## src/rtl/sec32_check_gen_if.sv

```systemverilog
`timescale 1ns/1ps
// sec32_check_gen_if
// Groups the data-word input stream, the codeword output stream, the
// test-only injection controls and the handshake counter of sec32_check_gen.
//   master : upstream/downstream environment (drives in_*, inject_*, out_ready)
//   slave  : the check-bit generator itself
//   in_valid/in_ready/in_data/in_chk_en : input word handshake
//   inject_en/inject_pos                : single-bit error injection
//   out_valid/out_ready/out_data/out_check/out_chk_en : codeword handshake
//   word_count                          : completed output handshakes (wraps)
interface sec32_check_gen_if;
  logic        in_valid;
  logic        in_ready;
  logic [31:0] in_data;
  logic        in_chk_en;
  logic        inject_en;
  logic [5:0]  inject_pos;
  logic        out_valid;
  logic        out_ready;
  logic [31:0] out_data;
  logic [7:0]  out_check;
  logic        out_chk_en;
  logic [15:0] word_count;

  modport master (
    output in_valid, in_data, in_chk_en, inject_en, inject_pos, out_ready,
    input  in_ready, out_valid, out_data, out_check, out_chk_en, word_count
  );

  modport slave (
    input  in_valid, in_data, in_chk_en, inject_en, inject_pos, out_ready,
    output in_ready, out_valid, out_data, out_check, out_chk_en, word_count
  );
endinterface

```

## src/rtl/sec32_check_gen.sv

```systemverilog
`timescale 1ns/1ps
// sec32_check_gen
// Two-stage pipelined check-bit generator for the 32-bit SEC channel.
// S1 captures the word plus nibble/column parity partials; S2 folds the
// partials into the 8 check bits, applies optional single-bit injection to
// the 40-bit {check,data} codeword and holds it for the downstream corrector.
// Ports:
//   clk   : single clock, rising edge
//   rst_n : asynchronous active-low reset
//   bus   : sec32_check_gen_if.slave (input/output handshakes, injection,
//           word_count)
module sec32_check_gen (
  input  logic             clk,
  input  logic             rst_n,
  sec32_check_gen_if.slave bus
);

  // Stage 1 state
  logic        s1_valid_reg;
  logic [31:0] s1_data_reg;
  logic        s1_chk_en_reg;
  logic        s1_inj_en_reg;
  logic [5:0]  s1_inj_pos_reg;
  logic [7:0]  s1_nib_reg;     // parity of nibble k = d[4k+3:4k]
  logic [3:0]  s1_col_lo_reg;  // parity of d[j], d[j+4], d[j+8], d[j+12]
  logic [3:0]  s1_col_hi_reg;  // same columns over the upper half

  // Stage 2 / output state
  logic        s2_valid_reg;
  logic [31:0] out_data_reg;
  logic [7:0]  out_check_reg;
  logic        out_chk_en_reg;
  logic [15:0] word_count_reg;

  logic        in_ready;
  logic        s1_load;
  logic        s2_load;
  logic        out_fire;
  logic [7:0]  nib_next;
  logic [3:0]  col_lo_next;
  logic [3:0]  col_hi_next;
  logic [7:0]  check_next;
  logic [39:0] inj_mask;
  logic [39:0] code_next;

  // Parity partials of the incoming word
  genvar gi;
  generate
    for (gi = 0; gi < 8; gi++) begin : g_nib
      assign nib_next[gi] = ^bus.in_data[4*gi +: 4];
    end
    for (gi = 0; gi < 4; gi++) begin : g_col
      assign col_lo_next[gi] = bus.in_data[gi]      ^ bus.in_data[gi + 4] ^
                               bus.in_data[gi + 8]  ^ bus.in_data[gi + 12];
      assign col_hi_next[gi] = bus.in_data[gi + 16] ^ bus.in_data[gi + 20] ^
                               bus.in_data[gi + 24] ^ bus.in_data[gi + 28];
    end
  endgenerate

  // Handshake control. in_ready looks through S2 so a full pipe still
  // streams at one word per cycle when downstream is taking data.
  assign s2_load  = s1_valid_reg & (~s2_valid_reg | bus.out_ready);
  assign in_ready = ~s1_valid_reg | s2_load;
  assign s1_load  = bus.in_valid & in_ready;
  assign out_fire = s2_valid_reg & bus.out_ready;

  // check[0..3]: low-half column parity plus a pair of upper nibbles;
  // check[4..7]: a pair of lower nibbles plus upper-half column parity.
  assign check_next[0] = s1_col_lo_reg[0] ^ s1_nib_reg[4] ^ s1_nib_reg[5];
  assign check_next[1] = s1_col_lo_reg[1] ^ s1_nib_reg[6] ^ s1_nib_reg[7];
  assign check_next[2] = s1_col_lo_reg[2] ^ s1_nib_reg[4] ^ s1_nib_reg[6];
  assign check_next[3] = s1_col_lo_reg[3] ^ s1_nib_reg[5] ^ s1_nib_reg[7];
  assign check_next[4] = s1_nib_reg[0] ^ s1_nib_reg[1] ^ s1_col_hi_reg[0];
  assign check_next[5] = s1_nib_reg[2] ^ s1_nib_reg[3] ^ s1_col_hi_reg[1];
  assign check_next[6] = s1_nib_reg[0] ^ s1_nib_reg[2] ^ s1_col_hi_reg[2];
  assign check_next[7] = s1_nib_reg[1] ^ s1_nib_reg[3] ^ s1_col_hi_reg[3];

  // Injection is applied after check generation, so the corrector sees a
  // genuine single-bit error. Positions 40..63 leave the word untouched.
  always_comb begin
    inj_mask = '0;
    if (s1_inj_en_reg && (s1_inj_pos_reg < 6'd40)) begin
      inj_mask = 40'd1 << s1_inj_pos_reg;
    end
  end

  assign code_next = {check_next, s1_data_reg} ^ inj_mask;

  always_ff @(posedge clk or negedge rst_n) begin
    if (!rst_n) begin
      s1_valid_reg   <= 1'b0;
      s1_data_reg    <= '0;
      s1_chk_en_reg  <= 1'b0;
      s1_inj_en_reg  <= 1'b0;
      s1_inj_pos_reg <= '0;
      s1_nib_reg     <= '0;
      s1_col_lo_reg  <= '0;
      s1_col_hi_reg  <= '0;
    end else begin
      if (s1_load) begin
        s1_valid_reg   <= 1'b1;
        s1_data_reg    <= bus.in_data;
        s1_chk_en_reg  <= bus.in_chk_en;
        s1_inj_en_reg  <= bus.inject_en;
        s1_inj_pos_reg <= bus.inject_pos;
        s1_nib_reg     <= nib_next;
        s1_col_lo_reg  <= col_lo_next;
        s1_col_hi_reg  <= col_hi_next;
      end else if (s2_load) begin
        s1_valid_reg   <= 1'b0;
      end
    end
  end

  always_ff @(posedge clk or negedge rst_n) begin
    if (!rst_n) begin
      s2_valid_reg   <= 1'b0;
      out_data_reg   <= '0;
      out_check_reg  <= '0;
      out_chk_en_reg <= 1'b0;
    end else begin
      if (s2_load) begin
        s2_valid_reg   <= 1'b1;
        out_data_reg   <= code_next[31:0];
        out_check_reg  <= code_next[39:32];
        out_chk_en_reg <= s1_chk_en_reg;
      end else if (out_fire) begin
        s2_valid_reg   <= 1'b0;
      end
    end
  end

  always_ff @(posedge clk or negedge rst_n) begin
    if (!rst_n) begin
      word_count_reg <= '0;
    end else if (out_fire) begin
      word_count_reg <= word_count_reg + 16'd1;
    end
  end

  assign bus.in_ready   = in_ready;
  assign bus.out_valid  = s2_valid_reg;
  assign bus.out_data   = out_data_reg;
  assign bus.out_check  = out_check_reg;
  assign bus.out_chk_en = out_chk_en_reg;
  assign bus.word_count = word_count_reg;

endmodule
```

## src/flat_wrapper.sv

```systemverilog
// flat-port wrapper written by rule: the top's interface ports become plain ports
module sec32_check_gen_flat 
  (clk, rst_n, bus_in_valid, bus_in_data, bus_in_chk_en, bus_inject_en, bus_inject_pos, bus_out_ready, bus_in_ready, bus_out_valid, bus_out_data, bus_out_check, bus_out_chk_en, bus_word_count);
  sec32_check_gen_if bus_i ();
  input  logic clk;
  input  logic rst_n;
  input wire logic [$bits(bus_i.in_valid)-1:0] bus_in_valid;
  input wire logic [$bits(bus_i.in_data)-1:0] bus_in_data;
  input wire logic [$bits(bus_i.in_chk_en)-1:0] bus_in_chk_en;
  input wire logic [$bits(bus_i.inject_en)-1:0] bus_inject_en;
  input wire logic [$bits(bus_i.inject_pos)-1:0] bus_inject_pos;
  input wire logic [$bits(bus_i.out_ready)-1:0] bus_out_ready;
  output wire logic [$bits(bus_i.in_ready)-1:0] bus_in_ready;
  output wire logic [$bits(bus_i.out_valid)-1:0] bus_out_valid;
  output wire logic [$bits(bus_i.out_data)-1:0] bus_out_data;
  output wire logic [$bits(bus_i.out_check)-1:0] bus_out_check;
  output wire logic [$bits(bus_i.out_chk_en)-1:0] bus_out_chk_en;
  output wire logic [$bits(bus_i.word_count)-1:0] bus_word_count;
  assign bus_i.in_valid = bus_in_valid;
  assign bus_i.in_data = bus_in_data;
  assign bus_i.in_chk_en = bus_in_chk_en;
  assign bus_i.inject_en = bus_inject_en;
  assign bus_i.inject_pos = bus_inject_pos;
  assign bus_i.out_ready = bus_out_ready;
  assign bus_in_ready = bus_i.in_ready;
  assign bus_out_valid = bus_i.out_valid;
  assign bus_out_data = bus_i.out_data;
  assign bus_out_check = bus_i.out_check;
  assign bus_out_chk_en = bus_i.out_chk_en;
  assign bus_word_count = bus_i.word_count;
  sec32_check_gen u_core (.clk(clk), .rst_n(rst_n), .bus(bus_i));
endmodule
```

## config.mk

```make
export PLATFORM = sky130hd
export DESIGN_NAME = sec32_check_gen_flat
export DESIGN_NICKNAME = d
export VERILOG_FILES = /design/src/rtl/sec32_check_gen_if.sv /design/src/rtl/sec32_check_gen.sv /design/src/flat_wrapper.sv
export SDC_FILE = /design/constraint.sdc
export NUM_CORES = 1
export LEC_CHECK = 0
export CELL_PAD_IN_SITES_DETAIL_PLACEMENT = 0
export CELL_PAD_IN_SITES_GLOBAL_PLACEMENT = 2
export CORE_MARGIN = 10
export CORE_UTILIZATION = 25
export DETAILED_ROUTE_END_ITERATION = 10
export PLACE_DENSITY_LB_ADDON = 0.1
export SYNTH_ARGS = -nofsm -noshare
export SYNTH_HDL_FRONTEND = slang
export SYNTH_SLANG_ARGS = --single-unit
```

## constraint.sdc

```tcl
create_clock -name clk -period 4.3 [get_ports clk]
set_input_delay 0.43 -clock clk [delete_from_list [all_inputs] [get_ports clk]]
set_output_delay 0.43 -clock clk [all_outputs]
set_load 0.005 [all_outputs]
```

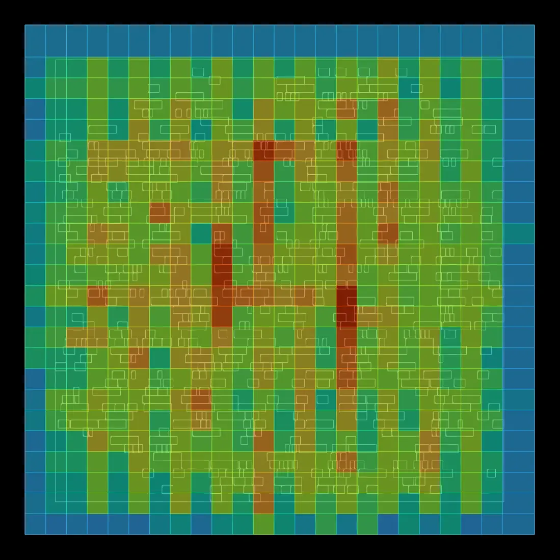
Figure 1: congestion heat map.
All-Layer GR Usage: 0.116
GR peak layer: met2

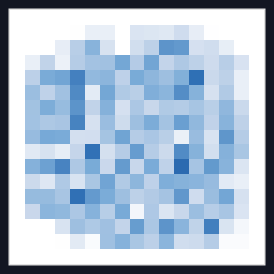
Figure 2: cell density map.
Drawn at 1.5 px/um. The die is cut into 17 by 17 equal tiles; white is low, dark blue is high, 0 to 100% covered.
nearly empty tiles: 28%
fullest tile: 77%
tiles over 75% full: 0.30%
mean over tiles: 25%
densest ninth of the die: centre

==> GITHUB_STEP_SUMMARY <==
## Synthesis and layout report

| Metric | Value |
|---|---|
| Flop area | `2880 um^2` |
| Num CTS Buffers | `17` |
| Worst Path Arrival | `2.53 ns` |
| DRC Markers | `0` |
| Num rows | `54` |
| Max-slew headroom | `0.298` |
| CTS tree | `done` |
| Fraction of layout instances using a drive strength above 1 | `0.157` |
| Fp_density | `0.255` |
| Yosys reg bits | `115` |
| Flop2flop setup slack | `2.20 ns` |
| Peak supply drop | `0.279 mV` |
| TritonCTS sink count | `115` |
| Ys cells | `502` |
| Crit Path Category | `in2reg` |
| Ant diodes | `0` |
| Vertical die size | `169 um` |
| GRT overflow | `0` |
| Filler instances | `2267` |
| DRT Wirelength | `16.0 mm` |
| Final period util | `0.523` |
| Tightest Pin Transition | `1.05 ns` |
| Synth warn | `0` |
| Most frequent logic cells in the routed design | `dfrtp_1 (115), clkdlybuf4s50_1 (101), xnor2_1 (91)` |
| Hpwl dp | `11.7 mm` |
| Nets@finish | `650` |
| Fmax | `444 MHz` |
| Root Driver | `clkbuf_16` |
| Non-Filler Instances | `897` |
| Largest stage delay, worst path | `0.79 ns` |
| Clk ins delay skew pair | `0.42 ns` |
| Initial DRC count | `134` |
| Post-synthesis cell area | `5580 um^2` |
| DR pass1 iterations | `4` |
| Final critical-path setup slack | `2.05 ns` |
| Power Density | `531 nW/um^2` |
| Cells after synthesis | `502` |
| Clock Tree Buf Depth | `2` |
| P_leak | `2.93 nW` |
| Dpl cells | `866` |
| DRT antenna net count | `0` |
| Sequential-to-total area share from yosys stat | `0.516` |
| DR vias/cell | `4.19` |
| Worst path top cell family by delay | `simple AND/OR/NAND/NOR gates` |
| Die X | `169 um` |
| CP Launch Type | `input pin` |
| RSZ-0062 raised after global routing | `no` |
| Hold Fails Final Rpt | `0` |
| Top Ports | `103` |
| Buf+Inv Stages, Crit Path | `2` |
| Vias in the first global route | `4060` |
| Most frequent logic cell in the layout | `dfrtp_1` |
| Setup tns final | `0 ns` |
| Core area | `21900 um^2` |
| Initial antenna violation count | `0` |
| Clk_skew | `0.00938 ns` |
| Combinational Area | `2550 um^2` |
| Status | `finished clean` |
| Stage-log warning count | `26` |
| RR Endpoint | `u_core.s1_nib_reg[2]` |
| Routability cong. | `0.734` |
| Floorplan Nets | `547` |
| Reg clk slew, reported paths | `0.06 ns` |
| Final Slew Violations | `0` |
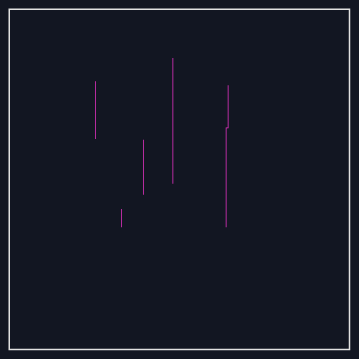
Figure 3: signal wires on met4.
Drawn at 2 px/um.
share of all routed wire: 1.2%
main direction: vertical
nets with wire on the layer: 2

## per-stage QoR
stage	hold slack, ns	util	power, W	area, um^2
after detailed placement	0.470	0.312	0.00249	6840
after global placement	0.459	0.312	0.00248	6840
after CTS	0.132	0.341	0.00404	7460
final	0.0814	0.341	0.00396	7460
after global routing	0.151	0.341	0.00421	7460
after floorplan	0.134	-	0.00198	5580
## synthesized netlist by cell type (all sizes together), types with 2 or more instances
library cell / n / area share
dfrtp: 115 / 0.52
nor4: 2 / 0.0034
nand3: 5 / 0.0054
nand3b: 4 / 0.0067
clkbuf: 10 / 0.0070
inv: 2 / 0.0013
mux2: 42 / 0.085
nor3b: 3 / 0.0067
nand2b: 3 / 0.0034
nor3: 3 / 0.0027
and4bb: 3 / 0.0067
xor2: 28 / 0.044
nand4: 2 / 0.0022
o21ai: 56 / 0.051
nor2: 24 / 0.018
nand4bb: 3 / 0.0070
nand2: 86 / 0.058
buf: 12 / 0.019
xnor2: 91 / 0.14
## report_power, final
| part | switching, W | internal, W | total (W) |
|---|---|---|---|
| clock network | 0.000513 | 0.00101 | 0.00152 |
| logic | 0.000405 | 0.000545 | 0.000950 |
| registers | 0.000186 | 0.00131 | 0.00149 |
## how the worst max path moves through the flow
stage                               to  depth (start not counted)           from  slack [ns]
6_report          u_core.s1_nib_reg[2]                          5  bus_out_ready        2.05
5_1_grt           u_core.s1_nib_reg[7]                          5  bus_out_ready        1.84
4_1_cts           u_core.s1_nib_reg[2]                          5  bus_out_ready        2.03
3_5_place_dp      u_core.s1_nib_reg[5]                          5  bus_out_ready        1.58
3_3_place_gp   u_core.s1_col_hi_reg[3]                          5  bus_out_ready        1.65
2_1_floorplan     u_core.s1_chk_en_reg                          4  bus_out_ready        2.77
## layout make-up
class	count	share of cell area
Sequential cell	115	0.386
Inverter	2	0.00101
Tap cell	280	0.0469
Clock inverter	10	0.0208
Clock buffer	21	0.0630
Timing Repair Buffer	106	0.141
Multi-Input combinational cell	363	0.342
## logic make-up (layout without fill, tap and decap cells)
| family | count (synthesis) | in the layout | share of synthesized area |
|---|---|---|---|
| AND-OR/OR-AND | 56 | 56 | 0.0509 |
| AND/OR/NAND/NOR | 145 | 145 | 0.132 |
| XOR/XNOR | 119 | 119 | 0.187 |
| buffers and inverters | 24 | 139 | 0.0271 |
| flip-flops | 115 | 115 | 0.516 |
| adder cells (fa/ha/maj) | 1 | 1 | 0.00224 |
| multiplexers | 42 | 42 | 0.0848 |
## layer usage
metal,vias to the layer above,GRT usage,wire length (um)
met5,-,0,0
met4,0,0.0428,198
met3,14,0.0361,998
met1,1785,0.161,8020
li1,1867,-,-
met2,91,0.166,6830
No activity file was given, so power comes from the tool's default toggle rates.
